**Cell classes on the final placement**

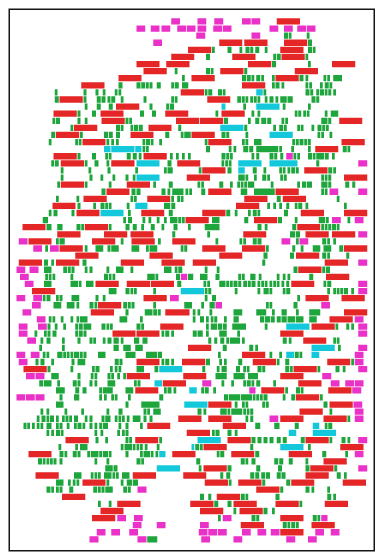
**Register map, names as in the netlist**

The bar under the picture is 50 um long. Other sequential cells in the stronger gray, the rest of the logic in the fainter gray.
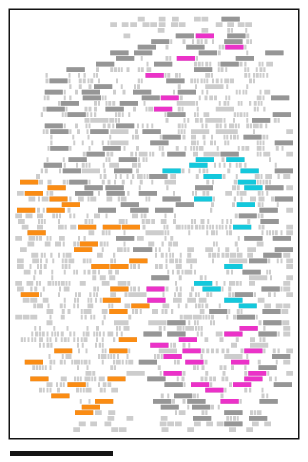
$ cat config.mk
export PLATFORM = sky130hd
export DESIGN_NAME = debug_loader_unit_flat
export DESIGN_NICKNAME = d
export VERILOG_FILES = /design/src/rtl/debug_loader_unit_if.sv /design/src/rtl/debug_loader_unit.sv /design/src/flat_wrapper.sv
export SDC_FILE = /design/constraint.sdc
export NUM_CORES = 1
export LEC_CHECK = 0
export ABC_AREA = 1
export CAP_MARGIN = 0
export CORE_ASPECT_RATIO = 1.5
export CORE_MARGIN = 2
export CORE_UTILIZATION = 34
export DETAILED_ROUTE_END_ITERATION = 7
export PLACE_DENSITY_LB_ADDON = 0.12
export SETUP_SLACK_MARGIN = 0.5
export SLEW_MARGIN = 20
export SYNTH_ARGS = -nofsm -noshare
export SYNTH_HDL_FRONTEND = slang
export SYNTH_SLANG_ARGS = --single-unit
$ cat constraint.sdc
create_clock -name i_clock -period 17.4 [get_ports i_clock]
set_clock_uncertainty 0.2 [all_clocks]
set_input_delay 2.61 -clock i_clock [delete_from_list [all_inputs] [get_ports i_clock]]
set_output_delay 2.61 -clock i_clock [all_outputs]
set_load 0.02 [all_outputs]
$ cat src/rtl/debug_loader_unit_if.sv
// Host-side bus between the debug loader and its UART / instruction-memory / core neighbours.
// The slave modport is the loader's view; the master modport is the environment driving it.
interface debug_loader_unit_if #(
    parameter int NB_DATA       = 32,
    parameter int NB_BYTE       = 8,
    parameter int NB_INSTR_ADDR = 10,
    parameter int NB_CYCLE_CNT  = 32
);
    logic [NB_BYTE-1:0]       i_rx_data;
    logic                     i_rx_valid;
    logic                     i_halt_detected;
    logic                     i_tx_ready;
    logic [NB_BYTE-1:0]       o_tx_data;
    logic                     o_tx_valid;
    logic                     o_prog_wr_enb;
    logic [NB_INSTR_ADDR-1:0] o_prog_wr_addr;
    logic [NB_DATA-1:0]       o_prog_wr_data;
    logic                     o_mips_enable;
    logic                     o_mips_reset;
    logic [NB_CYCLE_CNT-1:0]  o_cycle_count;
    logic [2:0]               o_state;

    modport slave (
        input  i_rx_data, i_rx_valid, i_halt_detected, i_tx_ready,
        output o_tx_data, o_tx_valid, o_prog_wr_enb, o_prog_wr_addr, o_prog_wr_data,
               o_mips_enable, o_mips_reset, o_cycle_count, o_state
    );

    modport master (
        output i_rx_data, i_rx_valid, i_halt_detected, i_tx_ready,
        input  o_tx_data, o_tx_valid, o_prog_wr_enb, o_prog_wr_addr, o_prog_wr_data,
               o_mips_enable, o_mips_reset, o_cycle_count, o_state
    );
endinterface

$ cat src/rtl/debug_loader_unit.sv
// Host command front end for the mips core: loads program words from UART bytes, runs or
// single-steps the core through its enable, and reports the enabled-cycle count back over TX.
module debug_loader_unit #(
    parameter int NB_DATA       = 32,
    parameter int NB_BYTE       = 8,
    parameter int NB_INSTR_ADDR = 10,
    parameter int NB_CYCLE_CNT  = 32
) (
    input  logic                    i_clock,
    input  logic                    i_reset,
    debug_loader_unit_if.slave      bus
);
    localparam logic [2:0] ST_IDLE    = 3'd0;
    localparam logic [2:0] ST_LD_CNT  = 3'd1;
    localparam logic [2:0] ST_LD_WORD = 3'd2;
    localparam logic [2:0] ST_RUN     = 3'd3;
    localparam logic [2:0] ST_STEP    = 3'd4;
    localparam logic [2:0] ST_SEND    = 3'd5;

    localparam logic [NB_BYTE-1:0] CMD_LOAD = NB_BYTE'(8'h4C);
    localparam logic [NB_BYTE-1:0] CMD_RUN  = NB_BYTE'(8'h52);
    localparam logic [NB_BYTE-1:0] CMD_STEP = NB_BYTE'(8'h53);

    logic [2:0]               state_reg, state_next;
    logic [1:0]               byte_idx_reg, byte_idx_next;
    logic [15:0]              word_cnt_reg, word_cnt_next;
    logic [15:0]              word_idx_reg, word_idx_next;
    logic [NB_DATA-1:0]       word_buf_reg, word_buf_next;
    logic                     wr_enb_reg, wr_enb_next;
    logic [NB_INSTR_ADDR-1:0] wr_addr_reg, wr_addr_next;
    logic [NB_DATA-1:0]       wr_data_reg, wr_data_next;
    logic                     enable_reg, enable_next;
    logic                     mips_reset_reg, mips_reset_next;
    logic                     halted_reg, halted_next;
    logic [NB_CYCLE_CNT-1:0]  count_reg, count_next;
    logic [NB_CYCLE_CNT-1:0]  snap_reg, snap_next;
    logic [NB_BYTE-1:0]       tx_data_reg, tx_data_next;
    logic                     tx_valid_reg, tx_valid_next;
    logic [1:0]               tx_idx_reg, tx_idx_next;

    logic [NB_BYTE-1:0]       rx_byte;
    logic                     rx_fire;
    logic                     tx_fire;
    logic                     last_word;
    logic [NB_CYCLE_CNT-1:0]  count_inc;
    logic [NB_BYTE-1:0]       inc_bytes  [4];
    logic [NB_BYTE-1:0]       snap_bytes [4];

    assign rx_byte   = bus.i_rx_data;
    assign rx_fire   = bus.i_rx_valid;
    assign tx_fire   = tx_valid_reg && bus.i_tx_ready;
    assign last_word = (word_idx_reg + 16'd1) == word_cnt_reg;
    // Count reflects this cycle's enable, so a snapshot taken on entry to SEND includes it.
    assign count_inc = (enable_reg && (count_reg != '1)) ? count_reg + 1'b1 : count_reg;

    genvar gi;
    generate
        for (gi = 0; gi < 4; gi++) begin : g_bytes
            assign inc_bytes[gi]  = count_inc[gi*NB_BYTE +: NB_BYTE];
            assign snap_bytes[gi] = snap_reg[gi*NB_BYTE +: NB_BYTE];
        end
    endgenerate

    always_ff @(posedge i_clock or posedge i_reset) begin
        if (i_reset) state_reg <= ST_IDLE;
        else         state_reg <= state_next;
    end

    always_comb begin
        state_next = state_reg;
        case (state_reg)
            ST_IDLE: begin
                if (rx_fire) begin
                    if (rx_byte == CMD_LOAD)      state_next = ST_LD_CNT;
                    else if (rx_byte == CMD_RUN)  state_next = halted_reg ? ST_SEND : ST_RUN;
                    else if (rx_byte == CMD_STEP) state_next = halted_reg ? ST_SEND : ST_STEP;
                end
            end
            ST_LD_CNT: begin
                if (rx_fire && byte_idx_reg == 2'd1)
                    state_next = ({rx_byte, word_cnt_reg[7:0]} == 16'd0) ? ST_IDLE : ST_LD_WORD;
            end
            ST_LD_WORD: begin
                if (rx_fire && byte_idx_reg == 2'd3 && last_word) state_next = ST_IDLE;
            end
            ST_RUN: begin
                if (enable_reg && bus.i_halt_detected) state_next = ST_SEND;
            end
            ST_STEP: state_next = ST_SEND;
            ST_SEND: begin
                if (tx_fire && tx_idx_reg == 2'd3) state_next = ST_IDLE;
            end
            default: state_next = ST_IDLE;
        endcase
    end

    always_comb begin
        byte_idx_next   = byte_idx_reg;
        word_cnt_next   = word_cnt_reg;
        word_idx_next   = word_idx_reg;
        word_buf_next   = word_buf_reg;
        wr_enb_next     = 1'b0;
        wr_addr_next    = wr_addr_reg;
        wr_data_next    = wr_data_reg;
        enable_next     = enable_reg;
        mips_reset_next = mips_reset_reg;
        halted_next     = halted_reg;
        count_next      = count_inc;
        snap_next       = snap_reg;
        tx_data_next    = tx_data_reg;
        tx_valid_next   = tx_valid_reg;
        tx_idx_next     = tx_idx_reg;

        case (state_reg)
            ST_IDLE: begin
                if (rx_fire) begin
                    if (rx_byte == CMD_LOAD) begin
                        mips_reset_next = 1'b1;
                        count_next      = '0;
                        halted_next     = 1'b0;
                        word_idx_next   = '0;
                        byte_idx_next   = '0;
                    end else if ((rx_byte == CMD_RUN || rx_byte == CMD_STEP) && !halted_reg) begin
                        enable_next     = 1'b1;
                        mips_reset_next = 1'b0;
                    end
                end
            end
            ST_LD_CNT: begin
                if (rx_fire) begin
                    if (byte_idx_reg == 2'd0) begin
                        word_cnt_next[7:0] = rx_byte;
                        byte_idx_next      = 2'd1;
                    end else begin
                        word_cnt_next = {rx_byte, word_cnt_reg[7:0]};
                        byte_idx_next = 2'd0;
                    end
                end
            end
            ST_LD_WORD: begin
                if (rx_fire) begin
                    word_buf_next[{byte_idx_reg, 3'b000} +: NB_BYTE] = rx_byte;
                    byte_idx_next = byte_idx_reg + 2'd1;
                    if (byte_idx_reg == 2'd3) begin
                        // Address is the low bits of the index, so long loads wrap onto word 0.
                        wr_enb_next   = 1'b1;
                        wr_addr_next  = word_idx_reg[NB_INSTR_ADDR-1:0];
                        wr_data_next  = {rx_byte, word_buf_reg[NB_DATA-NB_BYTE-1:0]};
                        word_idx_next = word_idx_reg + 16'd1;
                    end
                end
            end
            ST_RUN: begin
                if (enable_reg && bus.i_halt_detected) begin
                    enable_next = 1'b0;
                    halted_next = 1'b1;
                end
            end
            ST_STEP: begin
                enable_next = 1'b0;
                if (bus.i_halt_detected) halted_next = 1'b1;
            end
            ST_SEND: begin
                if (tx_fire) begin
                    if (tx_idx_reg == 2'd3) begin
                        tx_valid_next = 1'b0;
                    end else begin
                        tx_idx_next  = tx_idx_reg + 2'd1;
                        tx_data_next = snap_bytes[tx_idx_reg + 2'd1];
                    end
                end
            end
            default: ;
        endcase

        if (state_next == ST_SEND && state_reg != ST_SEND) begin
            snap_next     = count_inc;
            tx_data_next  = inc_bytes[0];
            tx_valid_next = 1'b1;
            tx_idx_next   = 2'd0;
        end
    end

    always_ff @(posedge i_clock or posedge i_reset) begin
        if (i_reset) begin
            byte_idx_reg   <= '0;
            word_cnt_reg   <= '0;
            word_idx_reg   <= '0;
            word_buf_reg   <= '0;
            wr_enb_reg     <= 1'b0;
            wr_addr_reg    <= '0;
            wr_data_reg    <= '0;
            enable_reg     <= 1'b0;
            mips_reset_reg <= 1'b1;
            halted_reg     <= 1'b0;
            count_reg      <= '0;
            snap_reg       <= '0;
            tx_data_reg    <= '0;
            tx_valid_reg   <= 1'b0;
            tx_idx_reg     <= '0;
        end else begin
            byte_idx_reg   <= byte_idx_next;
            word_cnt_reg   <= word_cnt_next;
            word_idx_reg   <= word_idx_next;
            word_buf_reg   <= word_buf_next;
            wr_enb_reg     <= wr_enb_next;
            wr_addr_reg    <= wr_addr_next;
            wr_data_reg    <= wr_data_next;
            enable_reg     <= enable_next;
            mips_reset_reg <= mips_reset_next;
            halted_reg     <= halted_next;
            count_reg      <= count_next;
            snap_reg       <= snap_next;
            tx_data_reg    <= tx_data_next;
            tx_valid_reg   <= tx_valid_next;
            tx_idx_reg     <= tx_idx_next;
        end
    end

    assign bus.o_tx_data      = tx_data_reg;
    assign bus.o_tx_valid     = tx_valid_reg;
    assign bus.o_prog_wr_enb  = wr_enb_reg;
    assign bus.o_prog_wr_addr = wr_addr_reg;
    assign bus.o_prog_wr_data = wr_data_reg;
    assign bus.o_mips_enable  = enable_reg;
    assign bus.o_mips_reset   = mips_reset_reg;
    assign bus.o_cycle_count  = count_reg;
    assign bus.o_state        = state_reg;
endmodule

$ cat src/flat_wrapper.sv
// flat-port wrapper written by rule: the top's interface ports become plain ports
module debug_loader_unit_flat 
#(
    parameter int NB_DATA       = 32,
    parameter int NB_BYTE       = 8,
    parameter int NB_INSTR_ADDR = 10,
    parameter int NB_CYCLE_CNT  = 32
)
  (i_clock, i_reset, bus_i_rx_data, bus_i_rx_valid, bus_i_halt_detected, bus_i_tx_ready, bus_o_tx_data, bus_o_tx_valid, bus_o_prog_wr_enb, bus_o_prog_wr_addr, bus_o_prog_wr_data, bus_o_mips_enable, bus_o_mips_reset, bus_o_cycle_count, bus_o_state);
  debug_loader_unit_if #(.NB_DATA(NB_DATA), .NB_BYTE(NB_BYTE), .NB_INSTR_ADDR(NB_INSTR_ADDR), .NB_CYCLE_CNT(NB_CYCLE_CNT)) bus_i ();
  input  logic i_clock;
  input  logic i_reset;
  input wire logic [$bits(bus_i.i_rx_data)-1:0] bus_i_rx_data;
  input wire logic [$bits(bus_i.i_rx_valid)-1:0] bus_i_rx_valid;
  input wire logic [$bits(bus_i.i_halt_detected)-1:0] bus_i_halt_detected;
  input wire logic [$bits(bus_i.i_tx_ready)-1:0] bus_i_tx_ready;
  output wire logic [$bits(bus_i.o_tx_data)-1:0] bus_o_tx_data;
  output wire logic [$bits(bus_i.o_tx_valid)-1:0] bus_o_tx_valid;
  output wire logic [$bits(bus_i.o_prog_wr_enb)-1:0] bus_o_prog_wr_enb;
  output wire logic [$bits(bus_i.o_prog_wr_addr)-1:0] bus_o_prog_wr_addr;
  output wire logic [$bits(bus_i.o_prog_wr_data)-1:0] bus_o_prog_wr_data;
  output wire logic [$bits(bus_i.o_mips_enable)-1:0] bus_o_mips_enable;
  output wire logic [$bits(bus_i.o_mips_reset)-1:0] bus_o_mips_reset;
  output wire logic [$bits(bus_i.o_cycle_count)-1:0] bus_o_cycle_count;
  output wire logic [$bits(bus_i.o_state)-1:0] bus_o_state;
  assign bus_i.i_rx_data = bus_i_rx_data;
  assign bus_i.i_rx_valid = bus_i_rx_valid;
  assign bus_i.i_halt_detected = bus_i_halt_detected;
  assign bus_i.i_tx_ready = bus_i_tx_ready;
  assign bus_o_tx_data = bus_i.o_tx_data;
  assign bus_o_tx_valid = bus_i.o_tx_valid;
  assign bus_o_prog_wr_enb = bus_i.o_prog_wr_enb;
  assign bus_o_prog_wr_addr = bus_i.o_prog_wr_addr;
  assign bus_o_prog_wr_data = bus_i.o_prog_wr_data;
  assign bus_o_mips_enable = bus_i.o_mips_enable;
  assign bus_o_mips_reset = bus_i.o_mips_reset;
  assign bus_o_cycle_count = bus_i.o_cycle_count;
  assign bus_o_state = bus_i.o_state;
  debug_loader_unit #(.NB_DATA(NB_DATA), .NB_BYTE(NB_BYTE), .NB_INSTR_ADDR(NB_INSTR_ADDR), .NB_CYCLE_CNT(NB_CYCLE_CNT)) u_core (.i_clock(i_clock), .i_reset(i_reset), .bus(bus_i));
endmodule
==> flow_summary.yaml <==
# synthesis and place-and-route metrics
run_status:
  status: "finished clean"
power_and_ir_drop:
  p_per_area_nw_per_um2: 162
  p_comb_share_pct: 40.7
  p_sw_w: 0.000786
  pwr-share-clk_pct: 21.0
  p_total_w: 0.00181
critical_path:
  path_cells: "clkdlybuf4s50_1, inv_1, nand2_1, nor2_1, nand2_1, nand2_1, nand4_1, nand2_1, nand2_1, nand2_2, buf_4, inv_2, nand2_1, nand3_1"
  reg2reg_to: "u_core.bus.o_tx_data[0]$_DFFE_PP0P_"
  endpoint_kind: "flop"
  path_class: "input port to flop"
  path_common_cell: "nand2_1"
  r2r_cells: 11
  critPathArrivalTime_ns: 5.12
  path_buffers: 4
  r2r_slack_ns: 14.27
  r2r_start: "u_core.tx_idx_reg[0]$_DFFE_PP0P_"
  slowest_delay_ns: 0.50
  cp_max_fo: 47
synthesis:
  top_area_cell: "dfrtp_1"
  synthesis.instances: 1191
  yosysUniqueCellTypes: 48
  ys_sh_simple_pct: 28.6
  top_cells_by_area: "dfrtp_1 48%, nand2_1 16%, o21ai_0 6.1%"
  aoi_share_pct: 10.9
  async_reset_ff_share_pct: 100
  mux_share_pct: 0
  ys_sh_xor_pct: 3.49
  synth_flops: 182
  synth_area_sq_um: 9340
timing:
  drv_slew: 0
  fmax_mhz: 200
  relSlewSlack_pct: 32.3
  worst_pin_slew_ns: 1.02
  rsz0062_at_grt: "false"
clock_tree:
  path_clk_slew_ns: 0.07
  cts_root_buffer: "clkbuf_16"
  numClockSinks: 182
  clockBufferDepth: 2
  ctsResizeCount: 0
  hold_buffers: 0
  htreeDepth: 4
  cts_tree: "built"
route:
  drc_errors: 0
  met2_length_mm: 15.2
  m1WireLength_mm: 11.4
  wl_per_cell_um: 17.5
  wl_met3_um: 768
placement:
  gp_congestion: 0.936
  port_buffers: 101
  hpwl_mm: 21.2
  dpl_cell_area_sq_um: 10600
min_path:
  min_to: "u_core.snap_reg[23]$_DFFE_PP0P_"
  holdPathStages: 2
global_route:
  grt_use_met3_pct: 3.05
  first_global_vias: 8000
  grt.met1_usage_pct: 22.7
  antenna_found_initial: 0
  grt_pass1_wl_mm: 45.2
final_layout:
  areaGrowthSynthToFinish_pct: 19.4
  comb_area_sq_um: 4130
Notes on 'cell classes on the final placement' above:
[flops] red | cells: 182 | share of their area: 42%
[clock drivers and dummy loads] cyan | cells: 32 | share of their area: 5.3%
[other buffers and delay cells] magenta | cells: 106 | share of their area: 9.8%
[combinational and other logic] green | cells: 969 | share of their area: 42%

Notes on 'register map, names as in the netlist' above:
[`u_core.bus.o_cycle_count`] orange | sequential cells: 32
[`u_core.word_cnt_reg`] cyan | sequential cells: 16 | where: right middle
[`u_core.word_buf_reg`] magenta | sequential cells: 24
not colored: 110

-- worst min-delay path: stages (launching register included) --
cell	delay, ns
dfrtp_1	0.34
nand2_1	0.05
nand2_1	0.05
-- through the flow --
stage | setup slack, ns | util (%) | cells | hold WS, ns
after global routing | 12.13 | 41.1 | 1631 | 0.299
after detailed placement | 11.92 | 39.0 | 1599 | 0.263
after CTS | 12.38 | 41.1 | 1631 | 0.282
final | 12.41 | 41.1 | 1631 | 0.275
after global placement | 11.95 | 39.0 | 1599 | 0.255
after floorplan | 9.65 | - | 1191 | 0.237
-- cell usage in the layout (no fill, tap or decap), drive strengths merged, types with 2 or more instances in the layout --
master	n
nand4	14
and2	4
buf	5
clkinvlp	6
a22o	2
inv	115
nor2	105
xnor2	11
o2111ai	2
clkbuf	19
clkinv	4
o21ai	132
nor3	17
dfrtp	181
o211ai	2
nand3	79
nand3b	9
a21oi	34
xor2	21
o22ai	2
nand2	401
ha	8
nor4	2
clkdlybuf4s50	101
o21bai	2
-- power by group through the flow --
stage	clock, W	sequential [W]	combinational (W)
after CTS	0.000391	0.000696	0.000748
after detailed placement	0	0.000702	0.000744
after global placement	0	0.000703	0.000739
final	0.000379	0.000693	0.000735
after floorplan	0	0.000713	0.000448
after global routing	0.000406	0.000712	0.000824
-- final cells by class --
class	instances	area share [%]
flip-flops and latches	182	40.8
multi-input cells	856	37.0
repair buffers	106	9.40
clock buffers	19	3.97
inverters	113	3.89
well taps	342	3.83
clock inverters	13	1.11
-- cell families (layout without fill, tap and decap cells) --
group                      after synthesis  in the layout
AOI/OAI and AO/OA                      182            182
xor gates and xnor gates                34             34
adders and majority gates                8              8
buffers and inverters                  153            251
DFF                                    182            182
and+or+nand+nor                        632            632
No activity file was given, so power comes from the tool's default toggle rates.
